## src/rtl/register_view_scheduler_pkg.sv

```systemverilog
// Shared constants, view-state encoding and the register-slice helper used by
// the register-heap scheduler and its renderers.
package register_view_scheduler_pkg;

  localparam int DEF_NUM_REGS        = 11;
  localparam int DEF_REG_W           = 16;
  localparam int DEF_PAGE_SIZE       = 4;
  localparam int DEF_DEBOUNCE_CYCLES = 250000;
  localparam int DEF_HILITE_FRAMES   = 30;

  // Highlight counters are 6 bits; page arithmetic carries one spare bit so
  // base+PAGE_SIZE can be compared against NUM_REGS before wrapping.
  localparam int HL_W   = 6;
  localparam int PAGE_W = 5;

  typedef enum logic {
    RUN    = 1'b0,
    FROZEN = 1'b1
  } view_state_e;

  // LSB of register i on the packed bus; reg0 occupies the MSBs, so this is
  // the low end of [(num_regs-i)*reg_w-1 -: reg_w].
  function automatic int reg_lsb(input int i, input int num_regs, input int reg_w);
    return (num_regs - 1 - i) * reg_w;
  endfunction

endpackage

```

## src/rtl/register_view_scheduler_button_debouncer.sv

```systemverilog
// Raw push-button conditioner: 2-flop synchronizer, stable-level counter and a
// single-cycle press pulse on each accepted 0->1 transition.
module register_view_scheduler_button_debouncer #(
  parameter int CYCLES = 4
) (
  input  logic clk,
  input  logic rst,
  input  logic btn,
  output logic press
);

  localparam int CW = $clog2(CYCLES + 1);

  logic          sync1;
  logic          sync2;
  logic          level;
  logic [CW-1:0] cnt;

  // NOTE: sequential state is assigned with <= so every flop samples the
  // values from before the edge, independent of statement order.
  always_ff @(posedge clk or posedge rst) begin
    if (rst) begin
      sync1 <= 1'b0;
      sync2 <= 1'b0;
      level <= 1'b0;
      cnt   <= '0;
      press <= 1'b0;
    end else begin
      sync1 <= btn;
      sync2 <= sync1;
      press <= 1'b0;
      // Any sample that agrees with the accepted level restarts the count.
      if (sync2 == level) begin
        cnt <= '0;
      end else if (cnt == CW'(CYCLES - 1)) begin
        level <= sync2;
        cnt   <= '0;
        press <= sync2;
      end else begin
        cnt <= cnt + 1'b1;
      end
    end
  end

endmodule

```

## src/rtl/register_view_scheduler.sv

```systemverilog
// Frame-synchronous register-heap view: captures the CPU register bus on
// vsync, pages through it, supports freeze and flags recently changed words.
module register_view_scheduler
  import register_view_scheduler_pkg::*;
#(
  parameter int NUM_REGS        = DEF_NUM_REGS,
  parameter int REG_W           = DEF_REG_W,
  parameter int PAGE_SIZE       = DEF_PAGE_SIZE,
  parameter int DEBOUNCE_CYCLES = DEF_DEBOUNCE_CYCLES,
  parameter int HILITE_FRAMES   = DEF_HILITE_FRAMES
) (
  input  logic                      clk,
  input  logic                      rst,
  input  logic                      vsync_start,
  input  logic [NUM_REGS*REG_W-1:0] registers,
  input  logic                      freeze_btn,
  input  logic                      page_btn,
  output logic [NUM_REGS*REG_W-1:0] snapshot,
  output logic [3:0]                page_base,
  output logic [NUM_REGS-1:0]       changed,
  output logic                      frozen
);

  logic              page_press;
  logic              freeze_press;
  logic              pend_page;
  logic              pend_freeze;
  view_state_e       state;
  logic [HL_W-1:0]   hl_cnt  [NUM_REGS];
  logic [HL_W-1:0]   hl_next [NUM_REGS];
  logic [PAGE_W-1:0] page_sum;
  logic [3:0]        page_wrap;

  register_view_scheduler_button_debouncer #(
    .CYCLES (DEBOUNCE_CYCLES)
  ) u_page_db (
    .clk   (clk),
    .rst   (rst),
    .btn   (page_btn),
    .press (page_press)
  );

  register_view_scheduler_button_debouncer #(
    .CYCLES (DEBOUNCE_CYCLES)
  ) u_freeze_db (
    .clk   (clk),
    .rst   (rst),
    .btn   (freeze_btn),
    .press (freeze_press)
  );

  assign page_sum  = {1'b0, page_base} + PAGE_W'(PAGE_SIZE);
  assign page_wrap = (page_sum >= PAGE_W'(NUM_REGS)) ? 4'd0 : page_sum[3:0];
  assign frozen    = (state == FROZEN);

  // A fresh capture that differs from the shown word reloads its highlight;
  // otherwise every vsync ages the highlight, frozen or not.
  // NOTE: every always_comb target gets a default first so no path leaves it
  // unassigned, which would otherwise infer a latch.
  always_comb begin
    for (int i = 0; i < NUM_REGS; i++) begin
      hl_next[i] = hl_cnt[i];
      if (vsync_start) begin
        if (state == RUN &&
            registers[reg_lsb(i, NUM_REGS, REG_W) +: REG_W] !=
            snapshot[reg_lsb(i, NUM_REGS, REG_W) +: REG_W]) begin
          hl_next[i] = HL_W'(HILITE_FRAMES);
        end else if (hl_cnt[i] != '0) begin
          hl_next[i] = hl_cnt[i] - 1'b1;
        end
      end
    end
  end

  // NOTE: the highlight counter array is small and must clear on reset so
  // changed drops immediately, so it sits in the reset branch like any flop.
  always_ff @(posedge clk or posedge rst) begin
    if (rst) begin
      snapshot    <= '0;
      page_base   <= '0;
      changed     <= '0;
      state       <= RUN;
      pend_page   <= 1'b0;
      pend_freeze <= 1'b0;
      for (int i = 0; i < NUM_REGS; i++) hl_cnt[i] <= '0;
    end else begin
      for (int i = 0; i < NUM_REGS; i++) hl_cnt[i] <= hl_next[i];
      if (vsync_start) begin
        if (state == RUN) snapshot <= registers;
        for (int i = 0; i < NUM_REGS; i++) changed[i] <= (hl_next[i] != '0);
        if (pend_page) page_base <= page_wrap;
        if (pend_freeze) state <= (state == RUN) ? FROZEN : RUN;
        // A press arriving on the vsync cycle itself waits for the next frame.
        pend_page   <= page_press;
        pend_freeze <= freeze_press;
      end else begin
        if (page_press)   pend_page   <= 1'b1;
        if (freeze_press) pend_freeze <= 1'b1;
      end
    end
  end

endmodule

```

## config.mk

```make
export PLATFORM = sky130hd
export DESIGN_NAME = register_view_scheduler
export DESIGN_NICKNAME = d
export VERILOG_FILES = /design/src/rtl/register_view_scheduler_pkg.sv /design/src/rtl/register_view_scheduler_button_debouncer.sv /design/src/rtl/register_view_scheduler.sv
export SDC_FILE = /design/constraint.sdc
export NUM_CORES = 1
export LEC_CHECK = 0
export CAP_MARGIN = 30
export CORE_MARGIN = 3
export CORE_UTILIZATION = 50
export CTS_BUF_LIST = sky130_fd_sc_hd__clkbuf_16
export CTS_CLUSTER_DIAMETER = 30
export DETAILED_ROUTE_END_ITERATION = 12
export PLACE_DENSITY = 0.8
export SETUP_SLACK_MARGIN = 0.4
export SLEW_MARGIN = 20
export SYNTH_ARGS = -nofsm -noshare
export SYNTH_HDL_FRONTEND = slang
export SYNTH_SLANG_ARGS = --single-unit
```

## constraint.sdc

```tcl
create_clock -name clk -period 14.2 [get_ports clk]
set_input_delay 2.13 -clock clk [delete_from_list [all_inputs] [get_ports clk]]
set_output_delay 2.13 -clock clk [all_outputs]
set_load 0.03 [all_outputs]
```

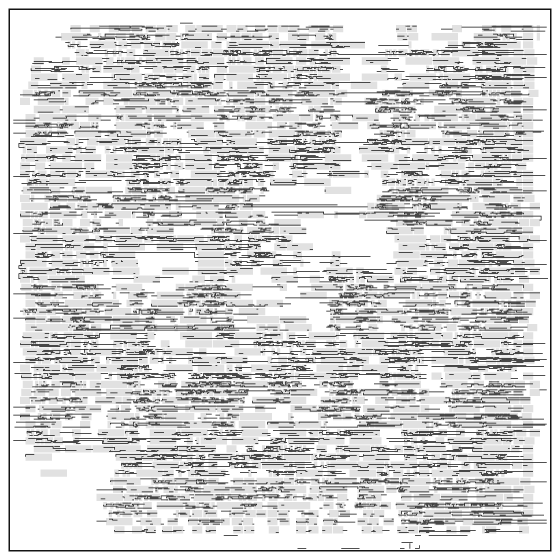
Fig. 1. Met1 routing (run 1).
The longest straight run is 44.6 um. 2065 nets have wire on it.
Detailed Route WL: 42400 um
Via Count: 13.5k
GRT met1 Usage: 30.4%

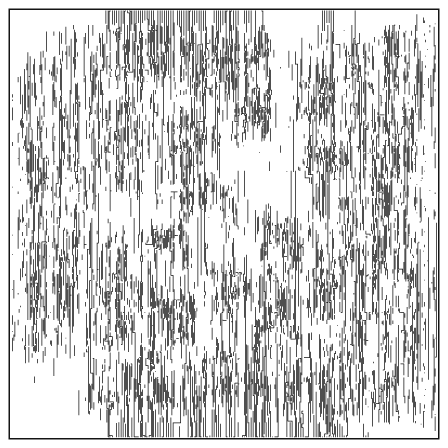
Fig. 2. Metal 2 (run 1).
The longest straight run is 71.4 um. The layer carries 20.9 mm of wire. The wires run mostly vertical. 1969 nets have wire on it.
met2 track demand over resource: 43.4%

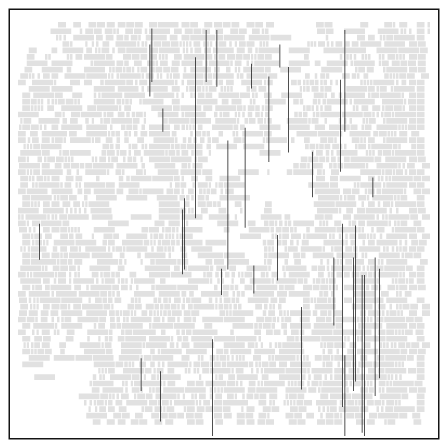
Fig. 3. Signal wires on met4 (run 1).
The layer holds 2.8% of the routed length. The wires run mostly vertical. The layer carries 1190 um of wire. The longest straight run is 77.5 um.

==> results.py, run 1 <==
# Auto-generated metrics
metrics = {
    "floorplan": {
        "fp_util_pct": 51.4,
        "pin_count": 373,
        "num_rows": 63,
        "die_height_um": 182,
        "core_area_sq_um": 30000,
    },
    "layout": {
        "final_cells": 2547,
        "nets": 2316,
        "flop_area_sq_um": 7560,
        "diodes": 0,
    },
    "worst_setup_path": {
        "endpoint_kind": "flop",
        "arrival_ns": 5.09,
        "crit_type": "in -> reg",
        "cp_max_fo": 69,
        "crit_required_ns": 14.66,
    },
    "synthesis": {
        "edf_count": 0,
        "synth_warnings": 0,
        "avgSynthCellArea_sq_um": 8.96,
        "synthCells": 1723,
        "top_area_share_pct": 49.0,
        "synth.distinct_cells": 61,
        "yosysChipArea_sq_um": 15400,
        "ys_cells": 1723,
    },
    "worst_hold_path": {
        "hold_class": "reg -> reg",
    },
    "placed_design": {
        "dpl.hpwl_um": 29300,
        "place_congestion": 0.883,
    },
    "clocking": {
        "cts_resized": 0,
        "cts_sinks": 302,
        "cts_max_path_buffers": 3,
        "cts_root_buf": "clkbuf_16",
        "clkTransAtPathRegs_ns": 0.05,
        "cts_hold_buf": 0,
    },
    "global_routing": {
        "grt.total_usage_pct": 25.1,
        "grt-ovfl-total": 0,
        "grt_pass1_wl_um": 68900,
        "grt_max_degree": 186,
    },
    "timing": {
        "tns_ns": 0,
        "post-route-min-period_ns": 4.63,
        "finClkSkew_ns": 0.0109,
        "min_period_over_period_pct": 32.6,
    },
    "route": {
        "ant_nets": 0,
        "drc": 0,
        "drt_iter0_drc": 652,
    },
    "flow_run": {
        "warnings": 43,
    },
    "power_and_ir_drop": {
        "power_density_nw_per_um2": 131,
        "pg_seq_mw": 0.970,
        "clk-power_mw": 1.41,
    },
    "run_status": {
        "status": "complete, no violations",
    },
}
run 1: per-layer routing:
metal | routed length (um) | GRT usage (%) | vias to the layer above
met1 | 17000 | 30.4 | 6491
met3 | 3310 | 6.67 | 82
met4 | 1190 | 8.32 | 0
met2 | 20900 | 43.4 | 439
met5 | 0 | 0 | -
li1 | - | - | 6500
run 1: worst paths after layout:
path                                             start                     endpoint  slack, ns
max                                        vsync_start       changed[4]$_DFFE_PP0P_       9.57
min                        u_freeze_db.sync1$_DFF_PP0_  u_freeze_db.sync2$_DFF_PP0_       0.37
max reg2reg                         frozen$_DFFE_PP0P_       changed[4]$_DFFE_PP0P_      11.11
min reg2reg                u_freeze_db.sync1$_DFF_PP0_  u_freeze_db.sync2$_DFF_PP0_       0.37
max in group asynchronous                          rst    snapshot[137]$_DFFE_PP0P_      10.64
min in group asynchronous                          rst     snapshot[59]$_DFFE_PP0P_       2.12
run 1: cells in the final DEF, fill, tap and decap left out, drive strengths merged, types with 5 or more instances in the layout:
cell type        n
mux2i            5
xor2           132
nand2b          10
ha              26
buf             11
and3            16
clkdlybuf4s50  369
clkinv          28
a21o             7
nand4           28
nor4b            6
dfrtp          302
a31oi            8
nor2            84
o211ai          11
a41oi            6
nor4            39
nand3           32
clkinvlp         6
inv             48
a221oi           5
nor3            33
nand3b          10
bufinv          11
clkbuf          62
a21oi           25
or3             15
nor3b           12
o21ai           29
and2             6
xnor2          101
nand2          603
mux2            10
a211o            5
or4b             8
run 1: area by class of cell:
class / count / share of cell area (%)
Clock buffer: 61 / 7.07
Clock inverter: 49 / 2.46
Multi-Input combinational cell: 1320 / 34.6
Tap cell: 390 / 2.26
Inverter: 44 / 0.800
Sequential cell: 302 / 35.0
Timing Repair Buffer: 381 / 17.8
run 1: stage by stage:
step / instance area (sq um) / util, % / hold slack (ns) / power, mW
global route: 21600 / 71.8 / 0.373 / 2.94
finish: 21600 / 71.8 / 0.372 / 2.82
global placement: 19500 / 64.8 / 0.360 / 1.41
floorplan: 15400 / - / 0.331 / 1.21
CTS: 21500 / 71.7 / 0.381 / 2.85
detailed placement: 19500 / 64.9 / 0.358 / 1.42
run 1: state kept, by name, indices dropped and copies added, names as in the netlist:
name	cells
changed	11
frozen	1
hl_cnt	66
page_base	2
pend_freeze	1
pend_page	1
snapshot	176
u_freeze_db.cnt	18
u_freeze_db.level	1
u_freeze_db.press	1
u_freeze_db.sync1	1
u_freeze_db.sync2	1
u_page_db.cnt	18
u_page_db.level	1
u_page_db.press	1
u_page_db.sync1	1
u_page_db.sync2	1
run 1: kinds of logic after synthesis:
kind of cell | count (synthesis) | share of synthesized area [%]
XOR/XNOR | 233 | 13.2
AND-OR/OR-AND | 126 | 5.64
other | 1 | 0.0243
flip-flops | 302 | 49.0
adder cells (fa/ha/maj) | 26 | 2.11
buffers and inverters | 102 | 2.78
AND/OR/NAND/NOR | 918 | 26.2
multiplexers | 15 | 1.05
run 1: critical path, cell delays in order:
cell      delay, ns
buf_2          0.13
clkinv_1       0.06
buf_4          0.24
nor2_4         0.55
buf_4          0.73
buf_4          0.54
buf_16         0.29
nand2_1        0.12
a41oi_1        0.20
## Run 2: what changed since run 1
- CORE_UTILIZATION: 50 -> 46
- PLACE_DENSITY: 0.8 -> 0.77
- clock period: 14.2 -> 4.1 ns (I/O delays scaled with it)
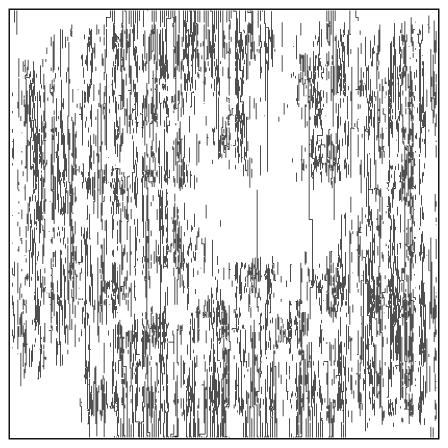
Fig. 4. Metal 2 (run 2).
The layer holds 48% of the routed length. The layer carries 20.7 mm of wire. The wires run mostly vertical.
met2 track demand over resource: 39.6%
Detailed Route WL: 43000 um
Via Count: 13.6k

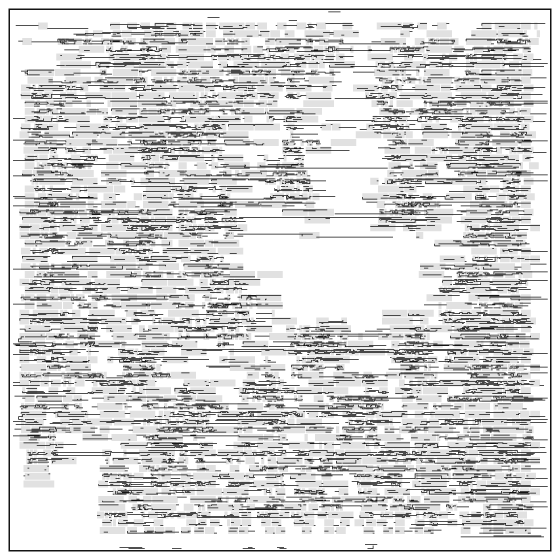
Fig. 5. Met1 routing (run 2).
The longest straight run is 57.0 um. The layer carries 17900 um of wire. The layer holds 42% of the routed length. The wires run mostly horizontal.
GRT met1 Usage: 29.5%

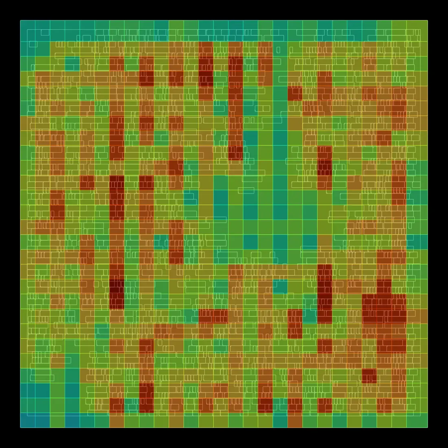
Fig. 6. Congestion heat map (run 2).
GRT Max-Usage Layer: met2
WL/cell: 16.4 um
Tot GR Track Use: 23.7%

==> results.py, run 2 <==
# Auto-generated metrics
metrics = {
    "synthesis": {
        "mux_share_pct": 1.05,
        "ys_cells": 1723,
        "synth-compound-area-share_pct": 5.64,
        "synth_warnings": 0,
        "avgSynthCellArea_sq_um": 8.96,
        "edf_count": 0,
        "yosys.area_share.adder_pct": 2.11,
        "synthSimpleGateAreaFrac_pct": 26.2,
        "synth.distinct_cells": 61,
    },
    "run_status": {
        "status": "complete, no violations",
    },
    "route": {
        "wl_met2_um": 20700,
        "ant_nets": 0,
        "met1_length_um": 17900,
        "dr.max_layer_used": "met4",
    },
    "timing": {
        "post-route-min-period_ns": 2.54,
        "finClkSkew_ns": 0.0216,
    },
    "global_routing": {
        "grt_max_degree": 128,
        "grt_pass1_wl_um": 69700,
    },
    "layout": {
        "lay_top_count": "nand2_1",
        "reg.largest.list": "snapshot (176), hl_cnt (66)",
        "largest_register_ffs": 176,
        "fin_area_sq_um": 22000,
        "diodes": 0,
        "largest_register": "snapshot",
    },
    "placed_design": {
        "placedInstanceArea_sq_um": 19600,
        "dpl.hpwl_um": 29400,
        "place_congestion": 0.877,
    },
    "worst_hold_path": {
        "hp-start": "u_page_db.sync1$_DFF_PP0_",
        "min_to": "u_page_db.sync2$_DFF_PP0_",
    },
    "floorplan": {
        "pin_count": 373,
        "fp_util_pct": 47.1,
    },
    "worst_setup_path": {
        "crit_path_start": "frozen$_DFFE_PP0P_",
        "arrival_ns": 1.93,
        "r2r-end": "hl_cnt[29]$_DFF_PP0_",
        "crit_type": "reg -> out",
    },
    "flow_run": {
        "warnings": 46,
    },
    "clocking": {
        "cts_resized": 0,
        "cts_root_buf": "clkbuf_16",
    },
}
==> run 2: worst max path at each step <==
stage                             end  depth (start not counted)
5_1_grt                        frozen                          2
2_1_floorplan  changed[0]$_DFFE_PP0P_                          1
3_5_place_dp     hl_cnt[55]$_DFF_PP0_                          6
6_report                       frozen                          2
4_1_cts                        frozen                          2
3_3_place_gp     hl_cnt[43]$_DFF_PP0_                          6
==> run 2: stage by stage <==
stage,std cells,power (mW)
CTS,2625,10.5
floorplan,1724,4.21
global route,2625,10.8
finish,2625,10.4
global placement,2492,4.90
detailed placement,2492,4.93
==> run 2: power by group <==
group,internal (mW),switching (mW)
clock,3.67,1.84
sequential,3.17,0.186
combinational,0.667,0.864
==> run 2: layout make-up <==
class,instances,area (sq um)
Clock buffer,72,1800
Clock inverter,61,573
Fill cell,2524,10800
Inverter,44,169
Multi-Input combinational cell,1320,7470
Sequential cell,302,7560
Tap cell,442,553
Timing Repair Buffer,384,3880
==> run 2: worst max-delay path, delay by kind of cell (launching register included) <==
family / cells / cell delay [ns]
buf+inv: 2 / 1.02
flops: 1 / 0.33
==> run 2: routing by layer <==
| layer | global-route usage (%) | vias to the layer above |
|---|---|---|
| met5 | 0 | - |
| met4 | 8.28 | 0 |
| met3 | 6.65 | 82 |
| met2 | 39.6 | 461 |
| met1 | 29.5 | 6523 |
| li1 | - | 6538 |
==> run 2: logic make-up (layout without fill, tap and decap cells) <==
family,after synthesis,after routing
AOI/OAI and AO/OA,126,126
other,1,2
DFF,302,302
muxes,15,15
xor gates and xnor gates,233,233
adders and majority gates,26,26
buffers and inverters,102,561
and+or+nand+nor,918,918
Fig. 7: run 2, signal wires on met4
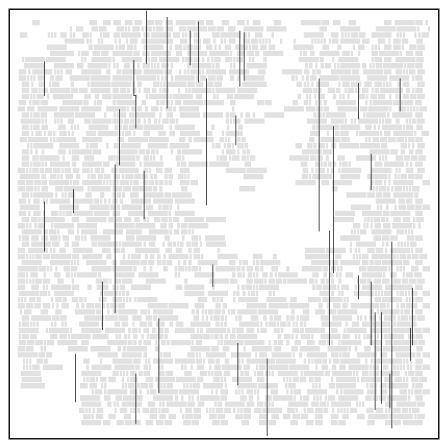

## Run 3: what changed since run 2
- clock period: 4.1 -> 2.1 ns (I/O delays scaled with it)
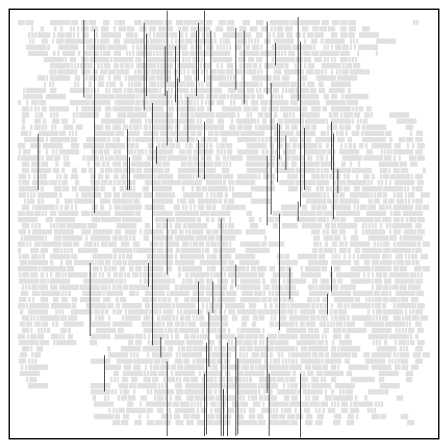
Fig. 8. Signal wires on met4 (run 3).
The wires run mostly vertical. The layer holds 3.8% of the routed length. The layer carries 1800 um of wire. 51 nets have wire on it.
Detailed Route WL: 47700 um
Via Count: 14.5k

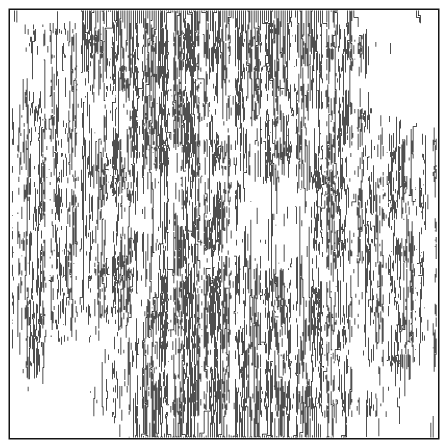
Fig. 9. Metal 2 (run 3).
The wires run mostly vertical. The layer holds 51% of the routed length.
met2 track demand over resource: 44.4%

==> results.py, run 3 <==
# Auto-generated metrics
metrics = {
    "global_routing": {
        "grt-ovfl-total": 0,
        "grt_max_degree": 70,
        "grt_pass1_wl_um": 75200,
    },
    "timing": {
        "tns_ns": 0,
        "min_period_over_period_pct": 95.8,
        "post-route-min-period_ns": 2.01,
    },
    "layout": {
        "fin_area_sq_um": 24200,
        "flop_area_sq_um": 7560,
        "diodes": 0,
        "largest_register": "snapshot",
        "largest_register_ffs": 176,
        "final_cell_mix": "nand2_1, dfrtp_1, clkdlybuf4s50_1",
        "logic_area_sq_um": 8310,
        "fillCellCount": 2210,
        "lay_top_count": "nand2_1",
    },
    "floorplan": {
        "pin_count": 373,
        "core_area_sq_um": 32800,
        "die_height_um": 189,
    },
    "synthesis": {
        "top_area_share_pct": 49.0,
        "synth.distinct_cells": 61,
        "edf_count": 0,
        "synthCells": 1723,
        "synth_warnings": 0,
    },
    "worst_setup_path": {
        "crit_required_ns": 2.54,
        "path_cells": "inv_2, ha_4, or4b_4, o21ai_4, and3_1, o2111ai_1, o32a_1",
        "cp_max_fo": 3,
        "endpoint_kind": "flop",
        "crit_type": "reg -> reg",
        "cpPeakStageDelay_ns": 0.48,
        "arrival_ns": 2.46,
    },
    "flow_run": {
        "warnings": 42,
    },
    "route": {
        "drc": 0,
        "ant_nets": 0,
    },
    "power_and_ir_drop": {
        "power_density_nw_per_um2": 931,
    },
    "clocking": {
        "cts_max_path_buffers": 3,
        "cts_sinks": 302,
    },
    "placed_design": {
        "dpl.hpwl_um": 30300,
    },
    "worst_hold_path": {
        "hold_class": "in -> async",
    },
    "run_status": {
        "status": "complete, no violations",
    },
}
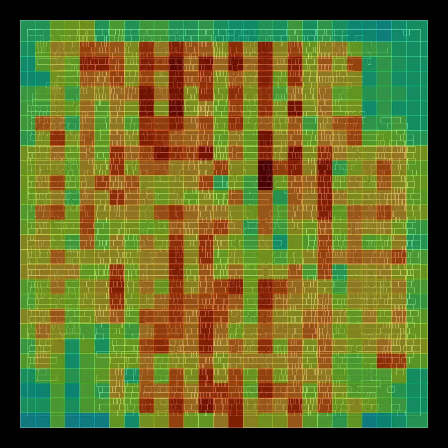
Fig. 10. Congestion heat map (run 3).
GRT met1 Usage: 29.7%
Tot GR Track Use: 25.4%
met3 usage in global routing: 5.91%
WL/cell: 17.2 um

==> run 3: cell counts after synthesis <==
Identical to the previous run, type by type.
==> run 3: routing by layer <==
| layer | global-route usage (%) | vias up | wire length (um) |
|---|---|---|---|
| met1 | 29.7 | 7025 | 18600 |
| met4 | 11.5 | 0 | 1800 |
| li1 | - | 6830 | - |
| met3 | 5.91 | 139 | 2810 |
| met2 | 44.4 | 488 | 24500 |
| met5 | 0 | - | 0 |
==> run 3: kinds of logic (layout without fill, tap and decap cells) <==
kind of cell | count (synthesis) | count (layout) | share of synthesized area [%]
multiplexers | 15 | 15 | 1.05
XOR/XNOR | 233 | 233 | 13.2
adder cells (fa/ha/maj) | 26 | 26 | 2.11
AND-OR/OR-AND | 126 | 126 | 5.64
other | 1 | 2 | 0.0243
AND/OR/NAND/NOR | 918 | 918 | 26.2
buffers and inverters | 102 | 708 | 2.78
flip-flops | 302 | 302 | 49.0
==> run 3: repair_timing <==
item	CTS	global route
pin swaps	59	79
endpoints found under the hold margin	0	0
endpoints found under the setup margin	241	235
gates resized	351	213
cloned	0	1
setup buffers	42	36
==> run 3: layout make-up <==
class / instances / share of cell area [%]
inverters: 44 / 0.708
repair buffers: 519 / 19.7
flip-flops and latches: 302 / 31.3
multi-input cells: 1320 / 34.4
clock inverters: 63 / 3.20
clock buffers: 82 / 8.48
well taps: 442 / 2.29
==> run 3: power by group <==
| part | switching, mW | internal, mW |
|---|---|---|
| sequential | 0.354 | 6.19 |
| clock | 3.68 | 9.10 |
| combinational | 1.86 | 1.33 |
| total | 5.89 | 16.6 |
==> run 3: worst paths after layout <==
check | slack, ns | from | to | cells past startpoint
worst min-delay path | 0.04 | rst | snapshot[103]$_DFFE_PP0P_ | 2
worst max register to register | 0.09 | hl_cnt[18]$_DFF_PP0_ | changed[7]$_DFFE_PP0P_ | 7
worst max-delay path | 0.09 | hl_cnt[18]$_DFF_PP0_ | changed[7]$_DFFE_PP0P_ | 7
worst min register to register | 0.36 | u_page_db.sync1$_DFF_PP0_ | u_page_db.sync2$_DFF_PP0_ | 0
max in group asynchronous | 1.27 | rst | hl_cnt[24]$_DFF_PP0_ | 4
min in group clk | 0.18 | page_btn | u_page_db.sync1$_DFF_PP0_ | 1
==> run 3: worst reg2reg max path: stages, from the launching register on <==
cell       delay, ns
dfrtp_1         0.41
inv_2           0.10
ha_4            0.13
or4b_4          0.48
o21ai_4         0.18
and3_1          0.18
o2111ai_1       0.12
o32a_1          0.30
==> run 3: metrics by stage <==
step           power [mW]  hold slack, ns  util (%)  cells
3_3_place_gp         9.65           0.338      61.9   2548
5_1_grt              23.4          0.0637      73.8   2772
2_1_floorplan        8.23           0.331         -   1724
4_1_cts              22.5          0.0265      72.1   2735
6_report             22.5          0.0422      73.8   2772
3_5_place_dp         9.72           0.337      61.9   2548
No activity file was given, so power comes from the tool's default toggle rates.
